[src/rtl/vram_arb_pkg.sv]
// vram_arb_pkg: slot, grant and read-tag encodings shared by vram_arbiter and its slot timer
package vram_arb_pkg;
   localparam logic [1:0] SLOT_DISP  = 2'd0;
   localparam logic [1:0] SLOT_CMD_A = 2'd1;
   localparam logic [1:0] SLOT_CMD_B = 2'd2;
   typedef enum logic {GNT_WRITE = 1'b0, GNT_READ = 1'b1} gnt_t;
   typedef enum logic {TAG_DISP = 1'b0, TAG_CMD = 1'b1} tag_t;
   function automatic logic [1:0] next_slot(input logic [1:0] s);
      return s == SLOT_CMD_B ? SLOT_DISP : s + 2'd1;
   endfunction
endpackage

[src/rtl/vram_slot_timer.sv]
// vram_slot_timer: three-slot pixel-period counter resynchronised by pix_stb, with sticky cadence error
//   clk, nrst (sync, active-high)  clock and reset
//   pix_stb                        slot-0 marker pulse
//   slot                           slot of the current cycle (0 forced while pix_stb is high)
//   sync_err                       sticky: pix_stb seen out of cadence
module vram_slot_timer
   import vram_arb_pkg::*;
(
   input  logic       clk,
   input  logic       nrst,
   input  logic       pix_stb,
   output logic [1:0] slot,
   output logic       sync_err
);
   logic [1:0] slot_q;
   // slot_q is the previous cycle's slot, so an in-cadence strobe arrives while it reads SLOT_CMD_B
   assign slot = pix_stb ? SLOT_DISP : next_slot(slot_q);
   always_ff @(posedge clk) begin
      if (nrst) begin
         slot_q   <= SLOT_CMD_B;
         sync_err <= 1'b0;
      end else begin
         slot_q <= slot;
         if (pix_stb && slot_q != SLOT_CMD_B) sync_err <= 1'b1;
      end
   end
endmodule

[src/rtl/vram_arbiter.sv]
// vram_arbiter: time-slot arbiter sharing one single-port VRAM between display fetch (slot 0) and commands (slots 1-2)
//   clk, nrst (sync, active-high)                     clock and reset
//   pix_stb, disp_req, disp_addr                      display request, sampled in slot 0
//   disp_data, disp_valid                             fetched pixel and its 1-cycle strobe
//   wr_valid, wr_addr, wr_data, wr_ready              command write port
//   rd_valid, rd_addr, rd_ready, rd_data, rd_rvalid   command readback port (VRAM_ARB_RDBACK_EN only)
//   ram_addr, ram_wdata, ram_we, ram_rdata            single-port synchronous RAM
//   sync_err                                          sticky pix_stb cadence error
// Build option: define VRAM_ARB_RDBACK_EN for the readback port and write/read round-robin.
module vram_arbiter
   import vram_arb_pkg::*;
#(
   parameter int ADDR_W = 16,
   parameter int DATA_W = 8
) (
   input  logic              clk,
   input  logic              nrst,
   input  logic              pix_stb,
   input  logic              disp_req,
   input  logic [ADDR_W-1:0] disp_addr,
   output logic [DATA_W-1:0] disp_data,
   output logic              disp_valid,
   input  logic              wr_valid,
   input  logic [ADDR_W-1:0] wr_addr,
   input  logic [DATA_W-1:0] wr_data,
   output logic              wr_ready,
`ifdef VRAM_ARB_RDBACK_EN
   input  logic              rd_valid,
   input  logic [ADDR_W-1:0] rd_addr,
   output logic              rd_ready,
   output logic [DATA_W-1:0] rd_data,
   output logic              rd_rvalid,
`endif
   output logic [ADDR_W-1:0] ram_addr,
   output logic [DATA_W-1:0] ram_wdata,
   output logic              ram_we,
   input  logic [DATA_W-1:0] ram_rdata,
   output logic              sync_err
);
   logic [1:0]        slot;
   logic              run, cmd_slot, disp_rd, wr_xfer, rd_xfer, rd_pend;
   logic [ADDR_W-1:0] addr_q, cmd_rd_addr;
   logic [DATA_W-1:0] wdata_q;
   tag_t              tag_in, tag_q;

   vram_slot_timer u_timer (.clk(clk), .nrst(nrst), .pix_stb(pix_stb), .slot(slot), .sync_err(sync_err));

   assign run      = !nrst;
   assign cmd_slot = run && slot != SLOT_DISP;
   assign disp_rd  = run && slot == SLOT_DISP && disp_req;
   assign wr_xfer  = wr_valid && wr_ready;

`ifdef VRAM_ARB_RDBACK_EN
   gnt_t last_grant;
   // each ready looks only at the other port, so a lone requester is never blocked
   assign wr_ready    = cmd_slot && (!rd_valid || last_grant == GNT_READ);
   assign rd_ready    = cmd_slot && (!wr_valid || last_grant == GNT_WRITE);
   assign rd_xfer     = rd_valid && rd_ready;
   assign cmd_rd_addr = rd_addr;
   assign tag_in      = rd_xfer ? TAG_CMD : TAG_DISP;
   always_ff @(posedge clk) begin
      if (nrst) last_grant <= GNT_READ;
      else if (wr_xfer) last_grant <= GNT_WRITE;
      else if (rd_xfer) last_grant <= GNT_READ;
   end
   always_ff @(posedge clk) begin
      if (nrst) begin
         rd_rvalid <= 1'b0;
         rd_data   <= '0;
      end else begin
         rd_rvalid <= rd_pend && tag_q == TAG_CMD;
         if (rd_pend && tag_q == TAG_CMD) rd_data <= ram_rdata;
      end
   end
`else
   assign wr_ready    = cmd_slot;
   assign rd_xfer     = 1'b0;
   assign cmd_rd_addr = '0;
   assign tag_in      = TAG_DISP;
`endif

   // idle cycles replay the last address/data so the RAM bus only toggles on real accesses
   assign ram_we    = wr_xfer;
   assign ram_addr  = nrst ? '0 : disp_rd ? disp_addr : wr_xfer ? wr_addr : rd_xfer ? cmd_rd_addr : addr_q;
   assign ram_wdata = nrst ? '0 : wr_xfer ? wr_data : wdata_q;

   always_ff @(posedge clk) begin
      if (nrst) begin
         addr_q     <= '0;
         wdata_q    <= '0;
         rd_pend    <= 1'b0;
         tag_q      <= TAG_DISP;
         disp_valid <= 1'b0;
         disp_data  <= '0;
      end else begin
         addr_q     <= ram_addr;
         wdata_q    <= ram_wdata;
         rd_pend    <= disp_rd || rd_xfer;
         tag_q      <= tag_in;
         disp_valid <= rd_pend && tag_q == TAG_DISP;
         if (rd_pend && tag_q == TAG_DISP) disp_data <= ram_rdata;
      end
   end
endmodule

[config.mk]
export PLATFORM = sky130hd
export DESIGN_NAME = vram_arbiter
export DESIGN_NICKNAME = d
export VERILOG_FILES = /design/src/rtl/vram_arb_pkg.sv /design/src/rtl/vram_slot_timer.sv /design/src/rtl/vram_arbiter.sv
export SDC_FILE = /design/constraint.sdc
export NUM_CORES = 1
export LEC_CHECK = 0
export CAP_MARGIN = 40
export CORE_AREA = 2 2 65 98
export DETAILED_ROUTE_END_ITERATION = 10
export DIE_AREA = 0 0 67 100
export MAX_ROUTING_LAYER = met4
export PLACE_DENSITY = 0.62
export SYNTH_ARGS = -nofsm -noshare
export SYNTH_HDL_FRONTEND = slang
export SYNTH_SLANG_ARGS = --single-unit
[constraint.sdc]
create_clock -name clk -period 2.9 [get_ports clk]
set_input_delay 0.58 -clock clk [delete_from_list [all_inputs] [get_ports clk]]
set_output_delay 0.58 -clock clk [all_outputs]
set_load 0.005 [all_outputs]
==> metrics.cfg, run 1 <==
[status]
outcome = finished clean

[die]
placeableCoreArea_sq_um = 5956
die_area_sq_um = 6700
ios = 89
fp-row-count = 35
die-height_microns = 100
floorplanUtilization = 0.2786
well_tap_count = 74

[global_routing]
grt.busiest_layer = met2
grt_start_max_net_pins = 55
total_global_routing_track_utilization = 0.1532
grt_util_met3 = 0.02354
use_met2 = 0.2688
via_count_of_the_first_global_routing_pass = 1769
grt_antenna_before_repair = 0
gr-total-overflow = 0

[power_and_ir_drop]
group_drawing_the_most_power = sequential cells
powerClk_w = 0.000465
internal_power_w = 0.0009867
fraction_of_power_spent_switching_nets = 0.2366
p_comb_frac = 0.214
cellLeakagePower_nw = 1.364
combinationalPower_w = 0.000277
final_total_power_w = 0.001292
seq_cell_power_w = 0.000551
power.sequential.fraction = 0.426
pwr_density_cell_nw_per_um2 = 415.8

[detailed_routing]
first_pass_iters = 4
post_drt_wl_per_cell_microns = 13.12
antenna_left = 0
initialDrtViolationCount = 70
routed.top_layer = met4
routed-via-count = 1862
met3_length_microns = 240
drc = 0
wl_met1_microns = 2113

[logic_synthesis]
syn-cell-area_sq_um = 1659
syn_avg_cell_area_sq_um = 8.552
edf_count = 0
synth_flop_count = 37
ys_seq_frac = 0.4465
yosys-dominant-comb-family = simple AND/OR/NAND/NOR gates
synthTopCellsByCount = nand2_1 (46), dfxtp_1 (37), a311oi_1 (32), nor2_1 (27), clkbuf_1 (12)
yosys_most_used_dff = dfxtp_1
ys_types = 20
yosys-stat-area_sq_um = 1659
ys_sh_aoi = 0.1795
synth_largest_type_area_fraction = 0.4465
yosys_warnings = 0
ys_sh_mux = 0.04827
post_synth_xor_area_fraction = 0
synth.largest_area_cell = dfxtp_1
asyncSetResetFlopFracSynth = 0

[critical_path]
startpoint_of_the_most_critical_setup_path = pix_stb
worstPathMaxFanout = 6
critical_path_depth = 6
timing.critical_path.slowest_cell_delay_ps = 680
r2r_start = u_timer.slot_q[1]
worstReg2RegEnd = addr_q[14]
slowest_stage = or4b_4
crit_buf_inv = 3
start_kind = input port
crit_path_cell_trace = dlygate4sd2_1 > or4b_4 > clkinv_8 > nand2_1 > a311oi_2 > buf_2

[final_layout]
commonest_non_fill_non_tap_cell_in_the_layout = clkdlybuf4s50_1
buf_share = 0.3913
final.signal_inverter_count = 3
layout.clock.cell_area_share = 0.03865
finalInstanceArea_sq_um = 3108
nFlopsAndLatches = 37
syn2layout_area_growth_pct = 87.33
mi_logic_area_sq_um = 897.1
fillers = 614
largestClassByArea = non-clock buffers
buffers = 132
top_register = addr_q

[min_path]
min_from = u_timer.slot_q[0]
min_to = u_timer.slot_q[0]
worstHoldPathType = flip-flop to flip-flop

[clock_tree]
cts.repair.resized = 71
cts.htree.levels = 2
postCtsHoldBufs = 0
cts_made_buffers = 5
cts_tree = built
cts-root-buf = clkbuf_8
clock_path_buffers = 2
postCtsSetupRepairBufs = 2

[placement]
detailedPlace.worstSlack_ps = -417.4
place_inst = 378
place_congestion = 0.7401

[final_timing]
setup_viol = 0
fin_crit_sh = 0.9682
timing.fmax_ghz = 0.3562
timing.hold.ws_ps = 455.4
setup_slack_ps = 92.20
timing.final.max_slew_violations = 0
worst_clock_skew_ps = 8.004
totalNegativeSetupSlack_ps = 0
timing_hold_violations_final = 0

[run]
warnings = 27
cap_viol_max_count = 0

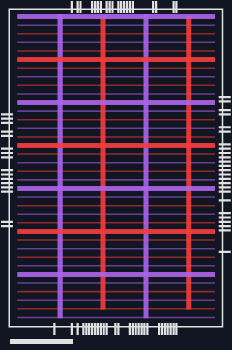
Figure 1: run 1, supply network.
The bar under the picture is 20 microns long. Pins as bars on the die edge.
legend:
  red:
    net: VDD
  purple:
    net: VSS
met1 rails: 36
signal pins: 89

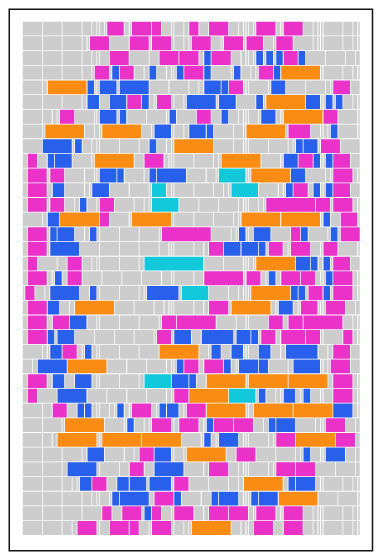
Figure 2: run 1, cell classes on the final placement.
Fill, decap, tap and diode cells in grey.
legend:
  blue:
    class: remaining logic cells
    cells: 142
    share_of_their_area: 31%
  orange:
    class: registers
    cells: 37
    share_of_their_area: 25%
  cyan:
    class: clock drivers and dummy loads
    cells: 8
    share_of_their_area: 4.0%
  magenta:
    class: remaining buffers and delay cells
    cells: 132
    share_of_their_area: 40%

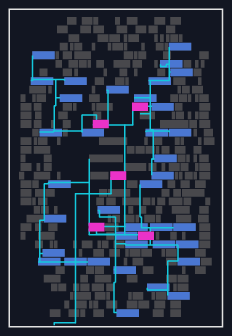
Figure 3: run 1, clock network drawn from the DEF.
legend:
  blue:
    item: flip-flops
    count: 37
  cyan:
    item: clock wires
    length: 501 microns
  magenta:
    item: clock-net drivers
    count: 5
routed clock nets: 6

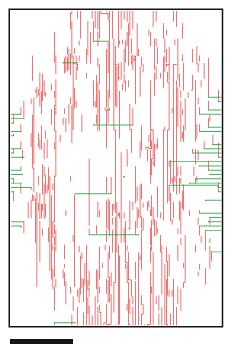
Figure 4: run 1, wiring by layer.
The bar under the picture is 20 microns long. Only two layers are drawn.
legend:
  red:
    layer: M2
    wire_length: 2700 microns
  green:
    layer: M3
    wire_length: 241 microns

Figure 5. Clock nets (run 1).
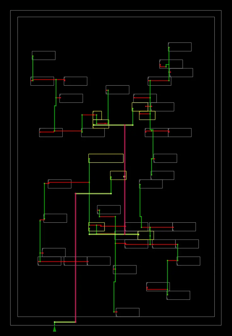

==> run 2, diff against run 1 <==
Settings changed: MAX_ROUTING_LAYER met4 to not set.
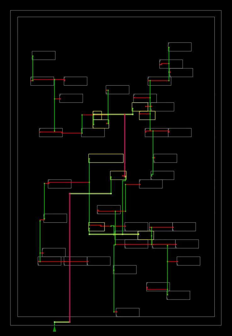
Figure 6: run 2, clock nets.
clock buffer count from CTS: 5
clock latency on the worst-skew pair: 290 ps
count of flip-flops and latches: 37

==> run 2 against run 1 <==
Compared with the run above: non-clock buffer count unchanged; area after synthesis unchanged; worst hold slack got worse by 5.3 ps; critical endpoint unchanged; largest power group unchanged.
==> metrics.cfg, run 2 <==
[power_and_ir_drop]
seq_cell_power_w = 0.000551
cellLeakagePower_nw = 1.364
combinationalPower_w = 0.000277
group_drawing_the_most_power = sequential cells
final_total_power_w = 0.001291
pwr_density_cell_nw_per_um2 = 415.4
p_comb_frac = 0.214
internal_power_w = 0.0009867

[critical_path]
worstPathMaxFanout = 6
critical_path_depth = 6
r2r_start = u_timer.slot_q[1]
slowest_stage = or4b_4
worstReg2RegEnd = addr_q[14]
start_kind = input port
crit_buf_inv = 3
timing.critical_path.slowest_cell_delay_ps = 670
crit_path_cell_trace = dlygate4sd2_1 > or4b_4 > clkinv_8 > nand2_1 > a311oi_2 > buf_2
startpoint_of_the_most_critical_setup_path = pix_stb

[final_timing]
timing.hold.ws_ps = 450.0
totalNegativeSetupSlack_ps = 0
setup_viol = 0
worst_clock_skew_ps = 8.450
timing.fmax_ghz = 0.3565
setup_slack_ps = 94.87
fin_crit_sh = 0.9673
timing.final.max_slew_violations = 0
timing_hold_violations_final = 0

[logic_synthesis]
yosys_warnings = 0
syn-cell-area_sq_um = 1659
edf_count = 0
ys_types = 20
yosys-stat-area_sq_um = 1659
synth.largest_area_cell = dfxtp_1
ys_sh_aoi = 0.1795
yosys_most_used_dff = dfxtp_1
ys_sh_mux = 0.04827
synth_largest_type_area_fraction = 0.4465
asyncSetResetFlopFracSynth = 0
yosys-dominant-comb-family = simple AND/OR/NAND/NOR gates
synth_flop_count = 37

[die]
placeableCoreArea_sq_um = 5956
die_area_sq_um = 6700
well_tap_count = 74
ios = 89
die-height_microns = 100
floorplanUtilization = 0.2786
fp-row-count = 35

[status]
outcome = finished clean

[final_layout]
buf_share = 0.3913
finalInstanceArea_sq_um = 3108
mi_logic_area_sq_um = 897.1
largestClassByArea = non-clock buffers
buffers = 132
commonest_non_fill_non_tap_cell_in_the_layout = clkdlybuf4s50_1

[clock_tree]
cts_tree = built
cts-root-buf = clkbuf_8

[detailed_routing]
routed.top_layer = met4
first_pass_iters = 4
initialDrtViolationCount = 87
post_drt_wl_per_cell_microns = 13.07
met3_length_microns = 258
wl_met1_microns = 2103
drc = 0

[min_path]
min_from = u_timer.slot_q[0]
min_to = u_timer.slot_q[0]
worstHoldPathType = flip-flop to flip-flop

[global_routing]
grt_util_met3 = 0.02578
grt_start_max_net_pins = 55
use_met2 = 0.2688
gr-total-overflow = 0
grt_antenna_before_repair = 0
via_count_of_the_first_global_routing_pass = 1767
total_global_routing_track_utilization = 0.1492

[placement]
place_inst = 378
place_congestion = 0.7312

[run]
cap_viol_max_count = 0
warnings = 27

Power and IR drop assume default switching activity.
